## config.mk

```make
export PLATFORM = sky130hd
export DESIGN_NAME = bram_stream_reader_flat
export DESIGN_NICKNAME = d
export VERILOG_FILES = /design/src/rtl/bram_stream_reader_if.sv /design/src/rtl/bram_stream_reader.sv /design/src/flat_wrapper.sv
export SDC_FILE = /design/constraint.sdc
export NUM_CORES = 1
export LEC_CHECK = 0
export ABC_AREA = 1
export CAP_MARGIN = 20
export CORE_ASPECT_RATIO = 1.4
export CORE_MARGIN = 5
export CORE_UTILIZATION = 37
export DETAILED_ROUTE_END_ITERATION = 6
export HOLD_SLACK_MARGIN = 0.06
export RECOVER_POWER = 100
export SLEW_MARGIN = 20
export SYNTH_ARGS = -nofsm -noshare
export SYNTH_HDL_FRONTEND = slang
export SYNTH_SLANG_ARGS = --single-unit
```

## constraint.sdc

```tcl
create_clock -name clk -period 2.2 [get_ports clk]
set_input_delay 0.33 -clock clk [delete_from_list [all_inputs] [get_ports clk]]
set_output_delay 0.33 -clock clk [all_outputs]
set_load 0.05 [all_outputs]
```

## src/rtl/bram_stream_reader_if.sv

```systemverilog
// ============================================================================
//  Module   : bram_stream_reader_if
//  Purpose  : Command, BRAM read-port and output-stream bundle for the reader.
//  Revision : 1.0 - initial release
// ============================================================================
`default_nettype none

interface bram_stream_reader_if #(
    parameter int DATA_WIDTH = 32,
    parameter int ADDR_WIDTH = 12,
    parameter int LEN_WIDTH  = 13
);
    logic                  start;
    logic [ADDR_WIDTH-1:0] base_addr;
    logic [LEN_WIDTH-1:0]  length;
    logic                  busy;
    logic                  done;

    logic                  bram_ce;
    logic                  bram_we;
    logic [ADDR_WIDTH-1:0] bram_addr;
    logic [DATA_WIDTH-1:0] bram_qout;

    logic [DATA_WIDTH-1:0] m_data;
    logic                  m_valid;
    logic                  m_ready;
    logic                  m_last;

    modport master (
        input  start, base_addr, length, bram_qout, m_ready,
        output busy, done, bram_ce, bram_we, bram_addr, m_data, m_valid, m_last
    );

    modport slave (
        output start, base_addr, length, bram_qout, m_ready,
        input  busy, done, bram_ce, bram_we, bram_addr, m_data, m_valid, m_last
    );
endinterface

`default_nettype wire

```

## src/rtl/bram_stream_reader.sv

```systemverilog
// ============================================================================
//  Module   : bram_stream_reader
//  Purpose  : Reads a contiguous BRAM range and streams it out as valid/ready.
//  Revision : 1.0 - initial release
// ============================================================================
`default_nettype none

module bram_stream_reader #(
    parameter int DATA_WIDTH = 32,
    parameter int ADDR_WIDTH = 12,
    parameter int LEN_WIDTH  = 13
) (
    input  wire logic            clk,
    input  wire logic            rst,
    bram_stream_reader_if.master bus
);

    typedef enum logic [1:0] {
        S_IDLE = 2'd0,
        S_RUN  = 2'd1,
        S_DONE = 2'd2
    } state_t;

    state_t                r_state;
    state_t                w_state_next;

    logic [ADDR_WIDTH-1:0] r_base;
    logic [LEN_WIDTH-1:0]  r_len;
    logic [LEN_WIDTH-1:0]  r_issue_cnt;
    logic [LEN_WIDTH-1:0]  r_beat_cnt;
    logic                  r_inflight;

    logic [DATA_WIDTH-1:0] r_fifo [2];
    logic                  r_rd_ptr;
    logic                  r_wr_ptr;
    logic [1:0]            r_count;

    logic                  w_accept;
    logic                  w_pop;
    logic                  w_push;
    logic                  w_issue;
    logic                  w_last_beat;

    assign w_accept    = bus.start && (r_state != S_RUN);
    assign w_pop       = bus.m_valid && bus.m_ready;
    assign w_push      = r_inflight;
    assign w_last_beat = (r_beat_cnt == (r_len - LEN_WIDTH'(1)));

    // Credit: buffered + in-flight words after this cycle's pop must stay below 2.
    assign w_issue = (r_state == S_RUN) && (r_issue_cnt < r_len) &&
                     (({1'b0, r_count} + {2'b00, r_inflight}) < (3'd2 + {2'b00, w_pop}));

    assign bus.busy      = (r_state == S_RUN);
    assign bus.done      = (r_state == S_DONE);
    assign bus.bram_ce   = w_issue;
    assign bus.bram_we   = 1'b0;
    assign bus.bram_addr = r_base + r_issue_cnt[ADDR_WIDTH-1:0];
    assign bus.m_valid   = (r_count != 2'd0);
    assign bus.m_data    = r_fifo[r_rd_ptr];
    assign bus.m_last    = bus.m_valid && w_last_beat;

    always_comb begin
        w_state_next = r_state;
        case (r_state)
            S_IDLE, S_DONE: begin
                if (bus.start) begin
                    w_state_next = (bus.length != '0) ? S_RUN : S_DONE;
                end else begin
                    w_state_next = S_IDLE;
                end
            end
            S_RUN: begin
                if (w_pop && w_last_beat) begin
                    w_state_next = S_DONE;
                end
            end
            default: w_state_next = S_IDLE;
        endcase
    end

    always_ff @(posedge clk) begin
        if (rst) begin
            r_state     <= S_IDLE;
            r_base      <= '0;
            r_len       <= '0;
            r_issue_cnt <= '0;
            r_beat_cnt  <= '0;
            r_inflight  <= 1'b0;
            r_fifo[0]   <= '0;
            r_fifo[1]   <= '0;
            r_rd_ptr    <= 1'b0;
            r_wr_ptr    <= 1'b0;
            r_count     <= 2'd0;
        end else begin
            r_state    <= w_state_next;
            r_inflight <= w_issue;

            if (w_accept) begin
                r_base      <= bus.base_addr;
                r_len       <= bus.length;
                r_issue_cnt <= '0;
                r_beat_cnt  <= '0;
            end else begin
                if (w_issue) begin
                    r_issue_cnt <= r_issue_cnt + LEN_WIDTH'(1);
                end
                if (w_pop) begin
                    r_beat_cnt <= r_beat_cnt + LEN_WIDTH'(1);
                end
            end

            // Word issued last cycle is on bram_qout now.
            if (w_push) begin
                r_fifo[r_wr_ptr] <= bus.bram_qout;
                r_wr_ptr         <= ~r_wr_ptr;
            end
            if (w_pop) begin
                r_rd_ptr <= ~r_rd_ptr;
            end

            case ({w_push, w_pop})
                2'b10:   r_count <= r_count + 2'd1;
                2'b01:   r_count <= r_count - 2'd1;
                default: r_count <= r_count;
            endcase
        end
    end

endmodule

`default_nettype wire

```

## src/flat_wrapper.sv

```systemverilog
// flat-port wrapper written by rule: the top's interface ports become plain ports
module bram_stream_reader_flat 
#(
    parameter int DATA_WIDTH = 32,
    parameter int ADDR_WIDTH = 12,
    parameter int LEN_WIDTH  = 13
)
  (clk, rst, bus_start, bus_base_addr, bus_length, bus_bram_qout, bus_m_ready, bus_busy, bus_done, bus_bram_ce, bus_bram_we, bus_bram_addr, bus_m_data, bus_m_valid, bus_m_last);
  bram_stream_reader_if #(.DATA_WIDTH(DATA_WIDTH), .ADDR_WIDTH(ADDR_WIDTH), .LEN_WIDTH(LEN_WIDTH)) bus_i ();
  input  wire logic clk;
  input  wire logic rst;
  input wire logic [$bits(bus_i.start)-1:0] bus_start;
  input wire logic [$bits(bus_i.base_addr)-1:0] bus_base_addr;
  input wire logic [$bits(bus_i.length)-1:0] bus_length;
  input wire logic [$bits(bus_i.bram_qout)-1:0] bus_bram_qout;
  input wire logic [$bits(bus_i.m_ready)-1:0] bus_m_ready;
  output wire logic [$bits(bus_i.busy)-1:0] bus_busy;
  output wire logic [$bits(bus_i.done)-1:0] bus_done;
  output wire logic [$bits(bus_i.bram_ce)-1:0] bus_bram_ce;
  output wire logic [$bits(bus_i.bram_we)-1:0] bus_bram_we;
  output wire logic [$bits(bus_i.bram_addr)-1:0] bus_bram_addr;
  output wire logic [$bits(bus_i.m_data)-1:0] bus_m_data;
  output wire logic [$bits(bus_i.m_valid)-1:0] bus_m_valid;
  output wire logic [$bits(bus_i.m_last)-1:0] bus_m_last;
  assign bus_i.start = bus_start;
  assign bus_i.base_addr = bus_base_addr;
  assign bus_i.length = bus_length;
  assign bus_i.bram_qout = bus_bram_qout;
  assign bus_i.m_ready = bus_m_ready;
  assign bus_busy = bus_i.busy;
  assign bus_done = bus_i.done;
  assign bus_bram_ce = bus_i.bram_ce;
  assign bus_bram_we = bus_i.bram_we;
  assign bus_bram_addr = bus_i.bram_addr;
  assign bus_m_data = bus_i.m_data;
  assign bus_m_valid = bus_i.m_valid;
  assign bus_m_last = bus_i.m_last;
  bram_stream_reader #(.DATA_WIDTH(DATA_WIDTH), .ADDR_WIDTH(ADDR_WIDTH), .LEN_WIDTH(LEN_WIDTH)) u_core (.clk(clk), .rst(rst), .bus(bus_i));
endmodule
```

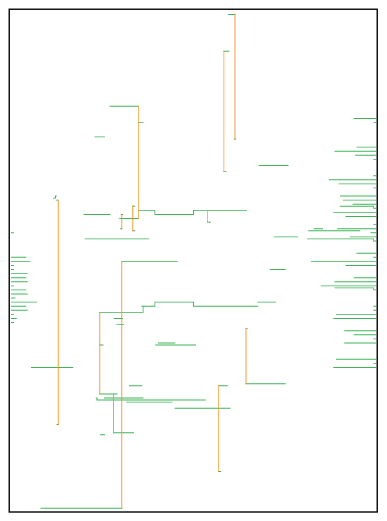
(wiring by layer)
Scale: 3 px per um. Only two layers are drawn.
colour	layer	wire length
green	met3	824 um
orange	met4	380 um

==> summary.txt <==
RSZ-0062 raised after global routing - true
Most common reg cell - edfxtp_1
Cell count of the worst hold path - 1
DR iter-0 viols - 222
Placed Instances - 1109
Synth Cell Area - 6520 um^2
Yosys simple share - 0.211
Final hold violation count - 0
WL met2 - 9760 um
Max stage delay on crit path - 0.34 ns
H-tree levels - 4
Pre-CTS setup slack - -0.00638 ns
Resize count post-CTS - 90
Area share of the leading cell type in the synthesized netlist - 0.295
Drc violations - 0
Switching pwr - 2.18 mW
Post-Synth AOI/OAI Area - 0.0888
Layout Skew - 0.00938 ns
Int Pwr - 4.81 mW
Yosys xor share - 0.0430
CP startpoint - u_core.r_len[1]
CTS tree - done
Most Crowded Layer GR - met2
Met1 WL - 6840 um
Post-synth ARST share - 0
Mux area share - 0.0553
Layout area overhead - 48.0%
Final Max Slew Viols - 0
Routed Antenna Nets - 0
Overall Power - 6.99 mW
Met2 global-route usage - 0.331
Gate Count Post-Synth - 751
Top logic family - simple AND/OR/NAND/NOR gates
Largest register FFs - 64
Headroom to the max-slew limit - 0.415
Yosys chip area - 6520 um^2
Row cnt - 57
Crit Path Category - flop to output port
Crit path max fanout - 3
Detailed Route WL - 17800 um
RR Endpoint - u_core.r_state[0]
Status - complete, but fails checks
DR pass1 iterations - 5
Clk latency late pin - 0.42 ns
Power Clock - 2.72 mW
Syn nets - 842
Hold Path Sink - u_core.r_rd_ptr
Floorplan core density - 0.376
Hold Startpoint - u_core.r_rd_ptr
Failing checks - negative setup slack
Met3 WL - 823 um
Final period utilization - 1.16
Count of tool warnings - 29
Post-synthesis average cell area - 8.68 um^2
Worst Reg-to-Reg Cells - 17
Hold-fix buffers at CTS - 0
Via Count - 5622
Leak - 3.97 nW
Yosys top cell by instances - nor2_1
Chip Width - 122 um
Flop pwr share - 0.373
Actual slew at the worst max-slew pin - 0.877 ns
Initial antenna violation count - 0
Most flops, register - u_core.r_fifo
#FFs+latches synth - 123
# port buffers - 109
Gp weighted congestion - 0.864
Critical Path Start Type - flop
CTS Buffer Depth - 2
Die area - 20400 um^2
Final setup fails - 9
Worst reg2reg setup slack - 0.03 ns
Worst setup margin - -0.353 ns
Postcts setup bufs - 25
Max Fclk - 392 MHz
Crit path cell chain - inv_4 -> ha_4 -> nand2_2 -> inv_2 -> nor2_1 -> nand2_1 -> nor2_1 -> nand2_1 -> nor2_1 -> nand2_1 -> nor2_2 -> nand3_2 -> a21oi_2 -> buf_12
GRT Util Overall - 0.174
Stages on worst setup path - 14
Vias per cell - 4.83
HP Class - flop to flop
Delay-heaviest family, CP - simple AND/OR/NAND/NOR gates
Maximum VDD drop - 0.422 mV
Hold_ws - 0.457 ns
Vias in the first global route - 5675
Adder share - 0.0587
First-pass GRT wire length - 27500 um
Crit path DAT - 2.22 ns
Logic pwr share - 0.237
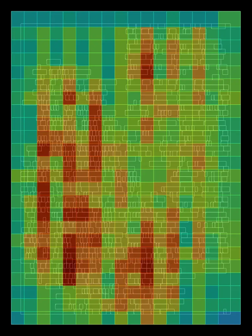
(routing congestion map)
met3 Use GR: 0.0397
Util after Layout: 0.557
WL per Instance: 15.3 um

[cell type report]
type                            count  area, um^2
Tap cell                          236         295
Multi-Input combinational cell    515        3530
Fill cell                        1547        7680
Sequential cell                   123        3130
Clock buffer                       17         425
Inverter                           90         340
Timing Repair Buffer              168        1780
Clock inverter                     15         150
[stage by stage]
stage	area (um^2)	setup TNS [ns]
2_1_floorplan	6570	-0.362
4_1_cts	9610	-2.52
3_5_place_dp	8420	-0.00638
6_report	9650	-1.78
5_1_grt	9650	-3.63
3_3_place_gp	8420	0
[worst register-to-register path: cells and delay by family, from the launching register on]
kind / cells / cell delay, ns
AND-OR/OR-AND: 1 / 0.06
flip-flops: 1 / 0.34
AND/OR/NAND/NOR: 10 / 1.05
adder cells (fa/ha/maj): 1 / 0.24
buffers and inverters: 5 / 0.39
No activity file was given, so power comes from the tool's default toggle rates.
